### src/rtl/sxrom_pkg.sv
// sxrom_pkg: shared constants and decode types for the MMC1-family register core.
// Contents: serial/control reset values, nametable mirroring and PRG banking mode
// enums, and a helper that maps control[3:2] onto a PRG banking mode.
package sxrom_pkg;

  localparam int unsigned REG_W = 5;

  localparam logic [REG_W-1:0] SHIFT_RESET   = 5'b10000;
  localparam logic [REG_W-1:0] CONTROL_RESET = 5'b01100;

  typedef enum logic [1:0] {
    ONE_LOW    = 2'b00,
    ONE_HIGH   = 2'b01,
    VERTICAL   = 2'b10,
    HORIZONTAL = 2'b11
  } mirror_t;

  typedef enum logic [1:0] {
    SWITCH32  = 2'b00,
    FIX_FIRST = 2'b10,
    FIX_LAST  = 2'b11
  } prg_mode_t;

  // control[3:2] = 0x both select 32 KB switching
  function automatic prg_mode_t prg_mode(input logic [1:0] mode_bits);
    prg_mode_t mode;
    case (mode_bits)
      2'b10:   mode = FIX_FIRST;
      2'b11:   mode = FIX_LAST;
      default: mode = SWITCH32;
    endcase
    return mode;
  endfunction

endpackage

### src/rtl/sxrom_if.sv
// sxrom_if: CPU/PPU side bus between the enclosing mapper (master) and the register
// core (slave).
// master drives: cpu_addr, cpu_rw, cpu_data_in, ppu_addr, chr_ram
// slave drives : prg_bank, chr_bank, wram_bank, wram_en, ciram_a10
interface sxrom_if #(
  parameter int unsigned PRG_BITS  = 5,
  parameter int unsigned WRAM_BITS = 2
);

  localparam int unsigned WRAM_W = (WRAM_BITS > 0) ? WRAM_BITS : 1;

  logic [15:0]         cpu_addr;
  logic                cpu_rw;
  logic [7:0]          cpu_data_in;
  logic [13:0]         ppu_addr;
  logic                chr_ram;
  logic [PRG_BITS-1:0] prg_bank;
  logic [4:0]          chr_bank;
  logic [WRAM_W-1:0]   wram_bank;
  logic                wram_en;
  logic                ciram_a10;

  modport master (
    output cpu_addr, cpu_rw, cpu_data_in, ppu_addr, chr_ram,
    input  prg_bank, chr_bank, wram_bank, wram_en, ciram_a10
  );

  modport slave (
    input  cpu_addr, cpu_rw, cpu_data_in, ppu_addr, chr_ram,
    output prg_bank, chr_bank, wram_bank, wram_en, ciram_a10
  );

endinterface

### src/rtl/sxrom_serial.sv
// sxrom_serial: 5-bit LSB-first serial port of the MMC1 register core.
// Ports: m2 (state changes on falling edge), reset (async, active-high),
//        port_wr (CPU write to $8000-$FFFF this cycle), data7/data0 (write data bits),
//        addr_sel (cpu_addr[14:13]); outputs load (5th bit strobe), ctl_reset
//        (data bit 7 strobe), sel (target register), value (assembled 5-bit word).
// The strobes are combinational for the current cycle and are consumed by the parent
// on the same falling edge.
// Build option: SXROM_WRITE_FILTER_EN enables the consecutive-cycle write filter
// (last_wr); when undefined every port write is accepted.
module sxrom_serial
  import sxrom_pkg::*;
(
  input  logic             m2,
  input  logic             reset,
  input  logic             port_wr,
  input  logic             data7,
  input  logic             data0,
  input  logic [1:0]       addr_sel,
  output logic             load,
  output logic             ctl_reset,
  output logic [1:0]       sel,
  output logic [REG_W-1:0] value
);

  logic [REG_W-1:0] shift_q, shift_d;
  logic             accept_c;

`ifdef SXROM_WRITE_FILTER_EN
  logic last_wr_q, last_wr_d;

  // Second write of a back-to-back pair (RMW double write) is dropped
  always_comb begin
    last_wr_d = port_wr;
    accept_c  = ~last_wr_q;
  end

  always_ff @(negedge m2 or posedge reset) begin
    if (reset) last_wr_q <= 1'b0;
    else       last_wr_q <= last_wr_d;
  end
`else
  always_comb accept_c = 1'b1;
`endif

  // Marker bit in shift_q[0] flags that four bits are already held
  always_comb begin
    shift_d   = shift_q;
    load      = 1'b0;
    ctl_reset = 1'b0;
    sel       = addr_sel;
    value     = {data0, shift_q[REG_W-1:1]};
    if (port_wr) begin
      if (data7) begin
        shift_d   = SHIFT_RESET;
        ctl_reset = 1'b1;
      end else if (accept_c) begin
        if (shift_q[0]) begin
          load    = 1'b1;
          shift_d = SHIFT_RESET;
        end else begin
          shift_d = value;
        end
      end
    end
  end

  always_ff @(negedge m2 or posedge reset) begin
    if (reset) shift_q <= SHIFT_RESET;
    else       shift_q <= shift_d;
  end

endmodule

### src/rtl/sxrom_ctrl.sv
// sxrom_ctrl: MMC1-family (SNROM/SOROM/SUROM/SXROM) register core.
// Ports: m2 (CPU M2, state changes on falling edge), reset (async, active-high),
//        bus (sxrom_if.slave: CPU/PPU addresses, write data, chr_ram in;
//        prg_bank, chr_bank, wram_bank, wram_en, ciram_a10 out).
// Parameters: PRG_BITS (4 plain, 5 with outer 256 KB select), WRAM_BITS (0/1/2).
// Outputs are combinational decode of the registers and the live addresses.
// Build option: SXROM_WRITE_FILTER_EN (handled inside sxrom_serial).
module sxrom_ctrl
  import sxrom_pkg::*;
#(
  parameter int unsigned PRG_BITS  = 5,
  parameter int unsigned WRAM_BITS = 2
) (
  input logic   m2,
  input logic   reset,
  sxrom_if.slave bus
);

  logic [REG_W-1:0] control_q, control_d;
  logic [REG_W-1:0] chr0_q, chr0_d;
  logic [REG_W-1:0] chr1_q, chr1_d;
  logic [REG_W-1:0] prg_q, prg_d;

  logic             port_wr_c;
  logic             load_c;
  logic             ctl_reset_c;
  logic [1:0]       sel_c;
  logic [REG_W-1:0] value_c;

  assign port_wr_c = bus.cpu_addr[15] & ~bus.cpu_rw;

  sxrom_serial u_serial (
    .m2        (m2),
    .reset     (reset),
    .port_wr   (port_wr_c),
    .data7     (bus.cpu_data_in[7]),
    .data0     (bus.cpu_data_in[0]),
    .addr_sel  (bus.cpu_addr[14:13]),
    .load      (load_c),
    .ctl_reset (ctl_reset_c),
    .sel       (sel_c),
    .value     (value_c)
  );

  // Target register update: bit-7 reset forces 16 KB fix-last mode
  always_comb begin
    control_d = control_q;
    chr0_d    = chr0_q;
    chr1_d    = chr1_q;
    prg_d     = prg_q;
    if (ctl_reset_c) begin
      control_d = control_q | CONTROL_RESET;
    end else if (load_c) begin
      case (sel_c)
        2'd0:    control_d = value_c;
        2'd1:    chr0_d    = value_c;
        2'd2:    chr1_d    = value_c;
        default: prg_d     = value_c;
      endcase
    end
  end

  always_ff @(negedge m2 or posedge reset) begin
    if (reset) begin
      control_q <= CONTROL_RESET;
      chr0_q    <= '0;
      chr1_q    <= '0;
      prg_q     <= '0;
    end else begin
      control_q <= control_d;
      chr0_q    <= chr0_d;
      chr1_q    <= chr1_d;
      prg_q     <= prg_d;
    end
  end

  logic [REG_W-1:0] cur_c;
  logic [REG_W-1:0] chr_c;
  logic [3:0]       inner_c;
  logic             outer_c;
  logic             a10_c;

  // Bank decode from registers and current CPU/PPU addresses
  always_comb begin
    cur_c   = (control_q[4] && bus.ppu_addr[12]) ? chr1_q : chr0_q;
    chr_c   = cur_c;
    inner_c = {prg_q[3:1], bus.cpu_addr[14]};
    outer_c = bus.chr_ram & cur_c[4];
    a10_c   = 1'b0;

    if (bus.chr_ram)        chr_c = {4'b0000, bus.ppu_addr[12]};
    else if (!control_q[4]) chr_c = {chr0_q[4:1], bus.ppu_addr[12]};

    case (prg_mode(control_q[3:2]))
      FIX_FIRST: inner_c = bus.cpu_addr[14] ? prg_q[3:0] : 4'h0;
      FIX_LAST:  inner_c = bus.cpu_addr[14] ? 4'hF : prg_q[3:0];
      default:   inner_c = {prg_q[3:1], bus.cpu_addr[14]};
    endcase

    case (mirror_t'(control_q[1:0]))
      ONE_LOW:    a10_c = 1'b0;
      ONE_HIGH:   a10_c = 1'b1;
      VERTICAL:   a10_c = bus.ppu_addr[10];
      HORIZONTAL: a10_c = bus.ppu_addr[11];
      default:    a10_c = 1'b0;
    endcase
  end

  assign bus.chr_bank  = chr_c;
  assign bus.wram_en   = ~prg_q[4];
  assign bus.ciram_a10 = a10_c;

  // Outer select bit also lifts the fixed 0/F banks
  if (PRG_BITS > 4) begin : g_prg_outer
    assign bus.prg_bank = PRG_BITS'({outer_c, inner_c});
  end else begin : g_prg_plain
    assign bus.prg_bank = PRG_BITS'(inner_c);
  end

  if (WRAM_BITS == 0) begin : g_wram_none
    assign bus.wram_bank = '0;
  end else begin : g_wram_sel
    assign bus.wram_bank = bus.chr_ram ? cur_c[3 -: WRAM_BITS] : '0;
  end

  logic unused_c;
  assign unused_c = ^{bus.cpu_data_in[6:1], bus.cpu_addr[12:0],
                      bus.ppu_addr[13], bus.ppu_addr[9:0], outer_c};

endmodule

### src/flat_wrapper.sv
// flat-port wrapper written by rule: the top's interface ports become plain ports
module sxrom_ctrl_flat import sxrom_pkg::*;
#(
  parameter int unsigned PRG_BITS  = 5,
  parameter int unsigned WRAM_BITS = 2
)
  (m2, reset, bus_cpu_addr, bus_cpu_rw, bus_cpu_data_in, bus_ppu_addr, bus_chr_ram, bus_prg_bank, bus_chr_bank, bus_wram_bank, bus_wram_en, bus_ciram_a10);
  sxrom_if #(.PRG_BITS(PRG_BITS), .WRAM_BITS(WRAM_BITS)) bus_i ();
  input logic m2;
  input logic reset;
  input wire logic [$bits(bus_i.cpu_addr)-1:0] bus_cpu_addr;
  input wire logic [$bits(bus_i.cpu_rw)-1:0] bus_cpu_rw;
  input wire logic [$bits(bus_i.cpu_data_in)-1:0] bus_cpu_data_in;
  input wire logic [$bits(bus_i.ppu_addr)-1:0] bus_ppu_addr;
  input wire logic [$bits(bus_i.chr_ram)-1:0] bus_chr_ram;
  output wire logic [$bits(bus_i.prg_bank)-1:0] bus_prg_bank;
  output wire logic [$bits(bus_i.chr_bank)-1:0] bus_chr_bank;
  output wire logic [$bits(bus_i.wram_bank)-1:0] bus_wram_bank;
  output wire logic [$bits(bus_i.wram_en)-1:0] bus_wram_en;
  output wire logic [$bits(bus_i.ciram_a10)-1:0] bus_ciram_a10;
  assign bus_i.cpu_addr = bus_cpu_addr;
  assign bus_i.cpu_rw = bus_cpu_rw;
  assign bus_i.cpu_data_in = bus_cpu_data_in;
  assign bus_i.ppu_addr = bus_ppu_addr;
  assign bus_i.chr_ram = bus_chr_ram;
  assign bus_prg_bank = bus_i.prg_bank;
  assign bus_chr_bank = bus_i.chr_bank;
  assign bus_wram_bank = bus_i.wram_bank;
  assign bus_wram_en = bus_i.wram_en;
  assign bus_ciram_a10 = bus_i.ciram_a10;
  sxrom_ctrl #(.PRG_BITS(PRG_BITS), .WRAM_BITS(WRAM_BITS)) u_core (.m2(m2), .reset(reset), .bus(bus_i));
endmodule
### config.mk
export PLATFORM = sky130hd
export DESIGN_NAME = sxrom_ctrl_flat
export DESIGN_NICKNAME = d
export VERILOG_FILES = /design/src/rtl/sxrom_pkg.sv /design/src/rtl/sxrom_if.sv /design/src/rtl/sxrom_serial.sv /design/src/rtl/sxrom_ctrl.sv /design/src/flat_wrapper.sv
export SDC_FILE = /design/constraint.sdc
export NUM_CORES = 1
export LEC_CHECK = 0
export ABC_CLOCK_PERIOD_IN_PS = 3200
export CAP_MARGIN = 15
export CORE_AREA = 2 2 55 57
export CTS_BUF_LIST = sky130_fd_sc_hd__clkbuf_2
export DETAILED_ROUTE_END_ITERATION = 8
export DIE_AREA = 0 0 57 59
export PLACE_DENSITY_LB_ADDON = 0.1
export SLEW_MARGIN = 20
export SYNTH_ARGS = -nofsm -noshare
export SYNTH_HDL_FRONTEND = slang
export SYNTH_SLANG_ARGS = --single-unit
### constraint.sdc
create_clock -name m2 -period 3.2 [get_ports m2]
set_input_delay 0.64 -clock m2 [delete_from_list [all_inputs] [get_ports m2]]
set_output_delay 0.64 -clock m2 [all_outputs]
set_load 0.02 [all_outputs]
Fig. 1: run 1, M1 wires
Scale bar: 20 um.
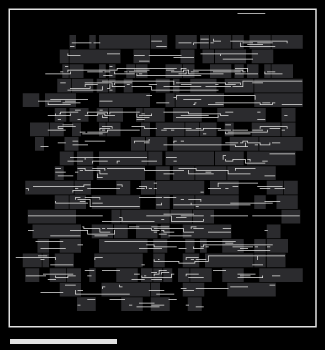
wire length on this layer	1120 um
longest straight run	24.4 um
share of all routed wire	43%

Fig. 2: run 1, the metal 2 layer
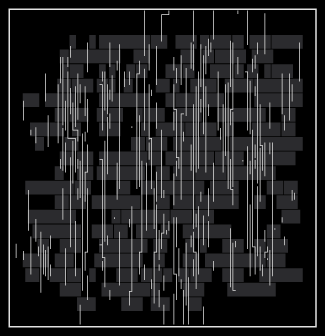
wire length on this layer	1410 um
longest straight run	29.2 um

Fig. 3: run 1, met3 routing
Scale bar: 20 um.
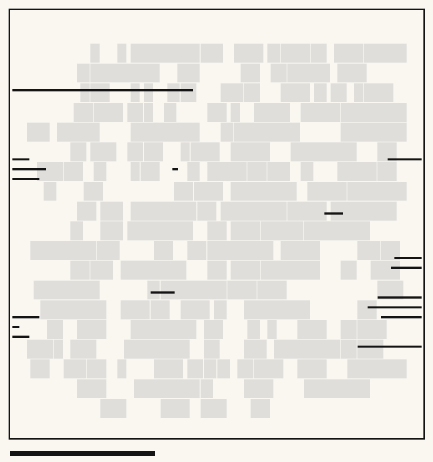
longest straight run	24.6 um
main direction	horizontal

==> flow_metrics.tcl, run 1 <==
# collected from the flow reports
set metrics [dict create \
    wire_per_inst_um 14.1 \
    ys_sh_xor_pct 0 \
    r2r_start "u_core.u_serial.shift_q[0]" \
    mostFrequentLayoutCell "buf_4" \
    syn_nets 148 \
    clock_skew_ns 0.0925 \
    power.share.clock_pct 23.5 \
    comb_power_w 0.0000883 \
    fin_nets 199 \
    crit_buf_inv 1 \
    worstRegToRegCells 3 \
    async_flop_share_pct 100 \
    synthCells 106 \
    comb_share_pct 38.1 \
    layout.cells.non_filler 187 \
    ys_ff 25 \
    gp_congestion 0.741 \
    grt_util_met3_pct 3.49 \
    area_growth_pct 47.9 \
    seqPwrFrac_pct 60.9 \
    grt_pass1_wl_mm 4.25 \
    yosys_area_um2 1220 \
    n_all_buffers 47 \
    cts_resized 100 \
    dieArea_um2 3360 \
    cts_setup_buffers 6 \
    yosysTopAreaCell "dfrtn_1" \
    violations "negative setup slack" \
    wl_met3_um 84 \
    endpoint "bus_prg_bank[0]" \
    fin_area_um2 1810 \
    fillers 222 \
    worstHoldPathCells 1 \
    hold_viol_final 0 \
    setup_ws_ns -0.486 \
    vias_per_cell 5.18 \
    swShare_pct 27.3 \
    common_cells "22 x dfrtn_1, 13 x mux2_2, 10 x a21oi_1, 8 x nor2_1, 6 x nand2_1" \
    synth_top_area_share_pct 45.0 \
    p_per_area_nw_per_um2 312 \
    dp_hpwl_mm 1.89 \
    aoi_share_pct 10.5 \
    ant_nets 0 \
    setup_viol 13 \
    met2WireLength_mm 1.41 \
    cts_tree "yes" \
    h-tree-depth 1 \
    tns_ns -5.13 \
    outcome "complete, but fails checks" \
    n_antenna_cell 0 \
    ys_sh_mux_pct 20.6 \
    taps 31 \
    cp.depth 4 \
    row_count 19 \
    topRoutingLayerUsed "met4" \
    drive_above_1_share_pct 55.8 \
    clk_share_pct 1.66 \
    postRouteWirelength_mm 2.63 \
    clkbuf_count 3 \
    top_cell "dfrtn_1" \
    maxPowerGroup "sequential cells" \
    ys.flop_type "dfrtn_1" \
    grt_max_degree 17 \
    startpoint_type "flop" \
    clock_path_buffers 2 \
    seq_cells 25 \
    seq_power_w 0.000344 \
    cp.required_ns 2.56 \
    powerClk_w 0.000133 \
    ys_seq_share_pct 51.4 \
    met1_usage_pct 22.0 \
    pre_cts_ws_ns -0.606 \
    hold_ws_ns 0.458 \
    dominant_cells "logic gates" \
    ys_types 25 \
    crit_start "u_core.control_q[3]" \
    hp-class "flop to flop" \
    clk_pin_slew_ns 0.14 \
    internal-power_w 0.000411 \
    netlist_area_um2 1220 \
    edf_count 0 \
    syn_avg_cell_area_um2 11.5 \
    power_frac_comb_pct 15.6 \
    holdBufCountCts 0 \
    slew_violations 0 \
]
==> run 2: changes to the inputs <==
--- a/config.mk
+++ b/config.mk
@@ -7,12 +7,13 @@
 export LEC_CHECK = 0
 export ABC_CLOCK_PERIOD_IN_PS = 3200
 export CAP_MARGIN = 15
-export CORE_AREA = 2 2 55 57
+export CORE_AREA = 2 2 58 60
 export CTS_BUF_LIST = sky130_fd_sc_hd__clkbuf_2
 export DETAILED_ROUTE_END_ITERATION = 8
-export DIE_AREA = 0 0 57 59
+export DIE_AREA = 0 0 60 62
 export PLACE_DENSITY_LB_ADDON = 0.1
 export SLEW_MARGIN = 20
 export SYNTH_ARGS = -nofsm -noshare
 export SYNTH_HDL_FRONTEND = slang
+export SYNTH_HIERARCHICAL = 1
 export SYNTH_SLANG_ARGS = --single-unit
Fig. 4: run 2, M1 wires
Scale bar: 20 um.
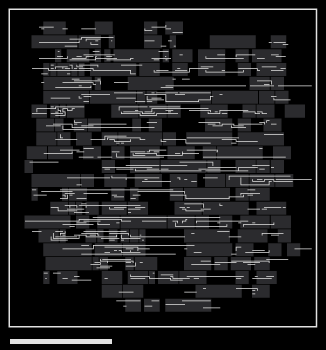
nets with wire on the layer	158
longest straight run	24.8 um
main direction	horizontal
share of all routed wire	43%
wire length on this layer	1270 um

Fig. 5: run 2, cell outlines without signal wires
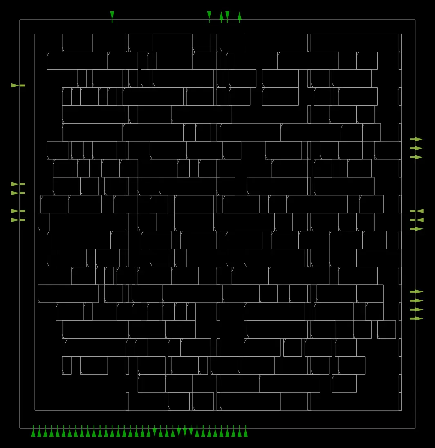
fraction of area in registers: 31.2%
final core occ: 63.5%

==> run 2 against run 1 <==
  * The flow still finishes with violations (negative setup slack)
  * Die size grew 11%
  * Worst setup slack gained 0.026 ns
  * Critical path type unchanged
  * Highest routed layer unchanged
  * Critical endpoint is now bus_wram_bank[0]
  * Cell area grew 12%
==> flow_metrics.tcl, run 2 <==
# collected from the flow reports
set metrics [dict create \
    cpLargestDelayFamily "flip-flops" \
    wl_met3_um 82 \
    seqCellArea_um2 629 \
    cts_tree "yes" \
    warning_count 62 \
    adder_share_pct 0 \
    topRoutingLayerUsed "met4" \
    area_growth_pct 42.6 \
    die_y_um 62 \
    r2r_end "u_core/control_q[1]" \
    drt_iter0_markers 20 \
    row_count 21 \
    aoi_share_pct 13.0 \
    dieArea_um2 3720 \
    n_antenna_cell 0 \
    maxPowerGroup "sequential cells" \
    relSlewSlack_pct 64.3 \
    met1_usage_pct 21.9 \
    clk_pin_slew_ns 0.16 \
    postRouteWirelength_mm 2.95 \
    ys_sh_xor_pct 0 \
    nNonClkInverters 11 \
    n_all_buffers 52 \
    worstHoldPathCells 1 \
    endpoint "bus_wram_bank[0]" \
    setup_viol 13 \
    crit_buf_inv 2 \
    gp_congestion 0.736 \
    area_share_nonclk_buffers_pct 22.3 \
    outcome "complete, but fails checks" \
    cts_resized 97 \
    ant_nets 0 \
    edf_count 0 \
    yosysTopAreaCell "dfrtn_1" \
    ys_types 29 \
    powerClk_w 0.000131 \
    top_logic_kind "multiplexers" \
    startpoint_type "flop" \
    cts_setup_buffers 6 \
    vias_per_cell 4.97 \
    top_cell "dfrtn_1" \
    cts-root-buf "clkbuf_2" \
    seqPwrFrac_pct 54.9 \
    slew_violations 0 \
    fillers 268 \
    busiest_layer "met2" \
    fin_area_um2 2020 \
    cp.required_ns 2.56 \
    end_kind "output port" \
    ys_ff 25 \
    tightest_slew_ns 0.534 \
    swShare_pct 29.3 \
    cpPeakStageDelay_ns 0.45 \
    hp-class "flop to flop" \
    syn_avg_cell_area_um2 11.4 \
    setup_ws_ns -0.460 \
    p_per_area_nw_per_um2 329 \
    crit_fanout 5 \
    ff2ff_setup_slack_ns 1.63 \
    postPlaceCellArea_um2 1890 \
    r2r_start "u_core/u_serial/shift_q[0]" \
    internal-power_w 0.000469 \
    fin_nets 212 \
    common_cells "22 x dfrtn_1, 13 x inv_1, 10 x a21oi_1, 10 x mux2_4, 9 x buf_4" \
    h-tree-depth 1 \
    clock_path_buffers 2 \
    yosys_cells 124 \
    clock-sinks 25 \
    grtUsageTotal_pct 17.7 \
    crit_start "u_core/control_q[4]" \
    synth_top_area_share_pct 38.9 \
    worst_hold_startpoint "u_core/prg_q[4]" \
    dominant_cells "logic gates" \
    path_cells "buf_6, a21bo_4, a21boi_2, buf_4" \
    drive_above_1_share_pct 60.9 \
    grt_pass1_wl_mm 4.95 \
    grt_pass1_vias 1065 \
    worstRegToRegCells 3 \
    layout.cells.non_filler 215 \
    hold_ws_ns 0.462 \
    syn_nets 166 \
    ys_seq_share_pct 44.5 \
    netlist_area_um2 1420 \
    pre_cts_ws_ns -0.720 \
    total_power_w 0.000663 \
    yosysWarnings 6 \
    peakVddDrop_mv 0.200 \
    violations "negative setup slack" \
    leakagePower_nw 0.941 \
    fp-utilization_pct 44.5 \
    yosys_area_um2 1420 \
    maxCapViolations 0 \
    antenna_found_initial 0 \
    power_frac_comb_pct 25.3 \
    die_width_um 60 \
    dp.cells 204 \
    simple_gate_area_share_pct 13.7 \
    ys.flop_type "dfrtn_1" \
    grt-ovfl-total 0 \
    dr.pass1.iters 2 \
    grt_max_degree 15 \
    dp_hpwl_mm 2.22 \
    clk_share_pct 1.55 \
    seq_cells 25 \
    rsz0062_at_grt "yes" \
    clock_skew_ns 0.0935 \
    clkbuf_count 3 \
    cp.depth 4 \
    seq_power_w 0.000364 \
    area_leaders "dfrtn_1 39%, mux2_4 11%, mux2_2 6.4%" \
    met1_length_mm 1.27 \
    power.share.clock_pct 19.8 \
    async_flop_share_pct 100 \
    use_met2_pct 32.8 \
    wire_per_inst_um 13.7 \
    cts_buffers 3 \
    met2WireLength_mm 1.59 \
    synthCells 124 \
    comb_share_pct 40.0 \
    arrival_ns 3.02 \
    ys_sh_mux_pct 19.8 \
    p_sw_w 0.000194 \
    hold_viol_final 0 \
    grt_util_met3_pct 1.86 \
    tns_ns -5.37 \
    holdBufCountCts 0 \
    vias 1068 \
    io_pins 56 \
    portBuffers 25 \
    mostFrequentLayoutCell "buf_4" \
    comb_power_w 0.000168 \
    taps 46 \
]
Fig. 6: run 2, the metal 2 layer
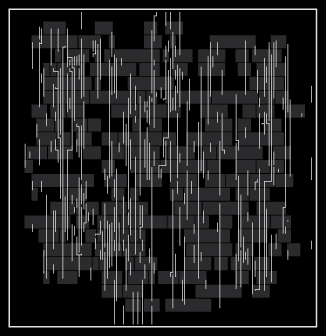
nets with wire on the layer	162
main direction	vertical

==> run 3: changes to the inputs <==
--- a/config.mk
+++ b/config.mk
@@ -7,10 +7,10 @@
 export LEC_CHECK = 0
 export ABC_CLOCK_PERIOD_IN_PS = 3200
 export CAP_MARGIN = 15
-export CORE_AREA = 2 2 58 60
+export CORE_AREA = 2 2 63 65
 export CTS_BUF_LIST = sky130_fd_sc_hd__clkbuf_2
 export DETAILED_ROUTE_END_ITERATION = 8
-export DIE_AREA = 0 0 60 62
+export DIE_AREA = 0 0 65 67
 export PLACE_DENSITY_LB_ADDON = 0.1
 export SLEW_MARGIN = 20
 export SYNTH_ARGS = -nofsm -noshare
Fig. 7: run 3, close-up of the layout
Region (1, 2) to (31, 32) um. Cells in gray, sequential cells in the stronger gray; small squares are vias.
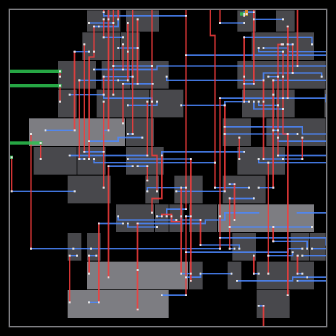
color	layer
orange	met4
blue	met1
red	met2
green	met3
netlist names of flops here include	u_core/control_q (2)
sequential cells in the window	4
most frequent	nor2_1 (5), buf_4 (5)
cells with their middle in the window	44

Fig. 8: run 3, the metal 2 layer
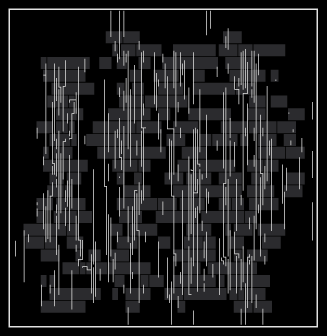
nets with wire on the layer	156
share of all routed wire	53%
wire length on this layer	1680 um
main direction	vertical
longest straight run	36.7 um

==> run 3 against run 2 <==
  * The flow still finishes with violations (negative setup slack)
  * Core utilization fell by 6.6 points
  * Sequential power barely moved
  * Largest power group unchanged
  * Count of clock-buffer cells in the layout rose by 1
  * Area after synthesis did not move
  * Worst hold slack improved by 0.012 ns
  * Cell area rose by 1.6%
  * Register-to-register slack barely moved
  * Clock power rose by 3%
==> flow_metrics.tcl, run 3 <==
# collected from the flow reports
set metrics [dict create \
    outcome "complete, but fails checks" \
    violations "negative setup slack" \
    dp_hpwl_mm 2.36 \
    grt_max_degree 14 \
    grtUsageTotal_pct 16.8 \
    n_all_buffers 52 \
    power.share.clock_pct 20.1 \
    syn_nets 166 \
    setup_viol 16 \
    gp_congestion 0.655 \
    ys_sh_mux_pct 19.8 \
    fin_nets 212 \
    hp-class "flop to flop" \
    slew_violations 0 \
    postRouteWirelength_mm 3.18 \
    fin_util_pct 56.9 \
    antenna_found_initial 0 \
    power_frac_comb_pct 25.5 \
    die_width_um 65 \
    path_cells "nor2b_4, o22ai_2, buf_6" \
    worstRegToRegCells 3 \
    seqPwrFrac_pct 54.4 \
    total_power_w 0.000671 \
    peakVddDrop_mv 0.192 \
    ys_types 29 \
    end_kind "output port" \
    met2WireLength_mm 1.68 \
    arrival_ns 3.04 \
    clock_path_buffers 2 \
    syn_avg_cell_area_um2 11.4 \
    seq_cells 25 \
    n_antenna_cell 0 \
    ys_sh_xor_pct 0 \
    cpLargestDelayFamily "flip-flops" \
    dieArea_um2 4360 \
    aoi_share_pct 13.0 \
    cts_buffers 3 \
    yosysTopAreaCell "dfrtn_1" \
    cpPeakStageDelay_ns 0.59 \
    clk_pin_slew_ns 0.16 \
    common_cells "22 x dfrtn_1, 13 x inv_1, 10 x a21oi_1, 10 x mux2_4, 9 x buf_4" \
    ys.flop_type "dfrtn_1" \
    clkbuf_count 4 \
    sh_seq_area_pct 30.7 \
    simple_gate_area_share_pct 13.7 \
    dr.pass1.iters 4 \
    cts-root-buf "clkbuf_2" \
    top_cell "dfrtn_1" \
    leakagePower_nw 0.947 \
    hold_ws_ns 0.474 \
    grt_util_met3_pct 1.52 \
    p_per_area_nw_per_um2 327 \
    taps 48 \
    met1_length_mm 1.38 \
    netlist_area_um2 1420 \
    nNonClkInverters 11 \
    wire_per_inst_um 14.6 \
    swShare_pct 29.1 \
    dp.cells 205 \
    area_share_nonclk_buffers_pct 22.5 \
    grt-ovfl-total 0 \
    crit_buf_inv 1 \
    cts_setup_buffers 6 \
    cts_resized 109 \
    edf_count 0 \
    fin_area_um2 2050 \
    warning_count 62 \
    rsz0062_at_grt "yes" \
    clk_share_pct 1.53 \
    maxPowerGroup "sequential cells" \
    clock_skew_ns 0.0964 \
    async_flop_share_pct 100 \
    r2r_end "u_core/control_q[1]" \
    comb_cells 74 \
    cp.required_ns 2.56 \
    yosysWarnings 6 \
    worst_hold_startpoint "u_core/u_serial/shift_q[0]" \
    comb_share_pct 40.4 \
    maxCapViolations 0 \
    adder_share_pct 0 \
    use_met2_pct 32.6 \
    synth_top_area_share_pct 38.9 \
    seqCellArea_um2 629 \
    cts_tree "yes" \
    worstHoldPathCells 1 \
    relSlewSlack_pct 63.3 \
    p_sw_w 0.000195 \
    wl_met3_um 72 \
    grt_pass1_vias 1133 \
    fp-utilization_pct 39.2 \
    ys_seq_share_pct 44.5 \
    setup_ws_ns -0.481 \
    mostFrequentLayoutCell "buf_4" \
    r2r_start "u_core/u_serial/shift_q[0]" \
    drive_above_1_share_pct 61.5 \
    clock-sinks 25 \
    die_y_um 67 \
    dominant_cells "logic gates" \
    yosys_area_um2 1420 \
    grt_pass1_wl_mm 5.46 \
    tightest_slew_ns 0.548 \
    holdBufCountCts 0 \
    busiest_layer "met2" \
    row_count 22 \
    topRoutingLayerUsed "met4" \
    portBuffers 25 \
    clock.latency.late_pin_ns 0.38 \
    postPlaceCellArea_um2 1880 \
    worst-setup-path-type "flop to output port" \
    drt_iter0_markers 13 \
    comb_power_w 0.000171 \
    top_logic_kind "multiplexers" \
    seq_power_w 0.000365 \
    h-tree-depth 1 \
    crit_start "u_core/control_q[3]" \
    ff2ff_setup_slack_ns 1.62 \
    endpoint "bus_prg_bank[1]" \
    ys_ff 25 \
    hold_viol_final 0 \
    area_leaders "dfrtn_1 39%, mux2_4 11%, mux2_2 6.4%" \
    startpoint_type "flop" \
    ant_nets 0 \
    yosys_cells 124 \
    vias_per_cell 4.86 \
    synthCells 124 \
    area_growth_pct 44.9 \
    io_pins 56 \
    pre_cts_ws_ns -0.739 \
    tns_ns -5.06 \
    internal-power_w 0.000476 \
    cp.depth 3 \
    fillers 330 \
    powerClk_w 0.000135 \
    crit_fanout 5 \
    vias 1054 \
    met1_usage_pct 19.5 \
]
Fig. 9: run 3, cell outlines without signal wires
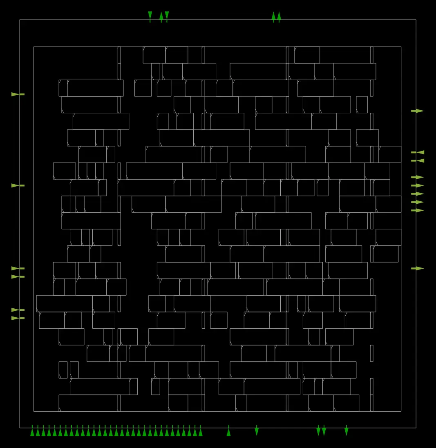
CORE AREA: 3610 um^2
non-filler cells, final: 217

No activity file was given, so power comes from the tool's default toggle rates.
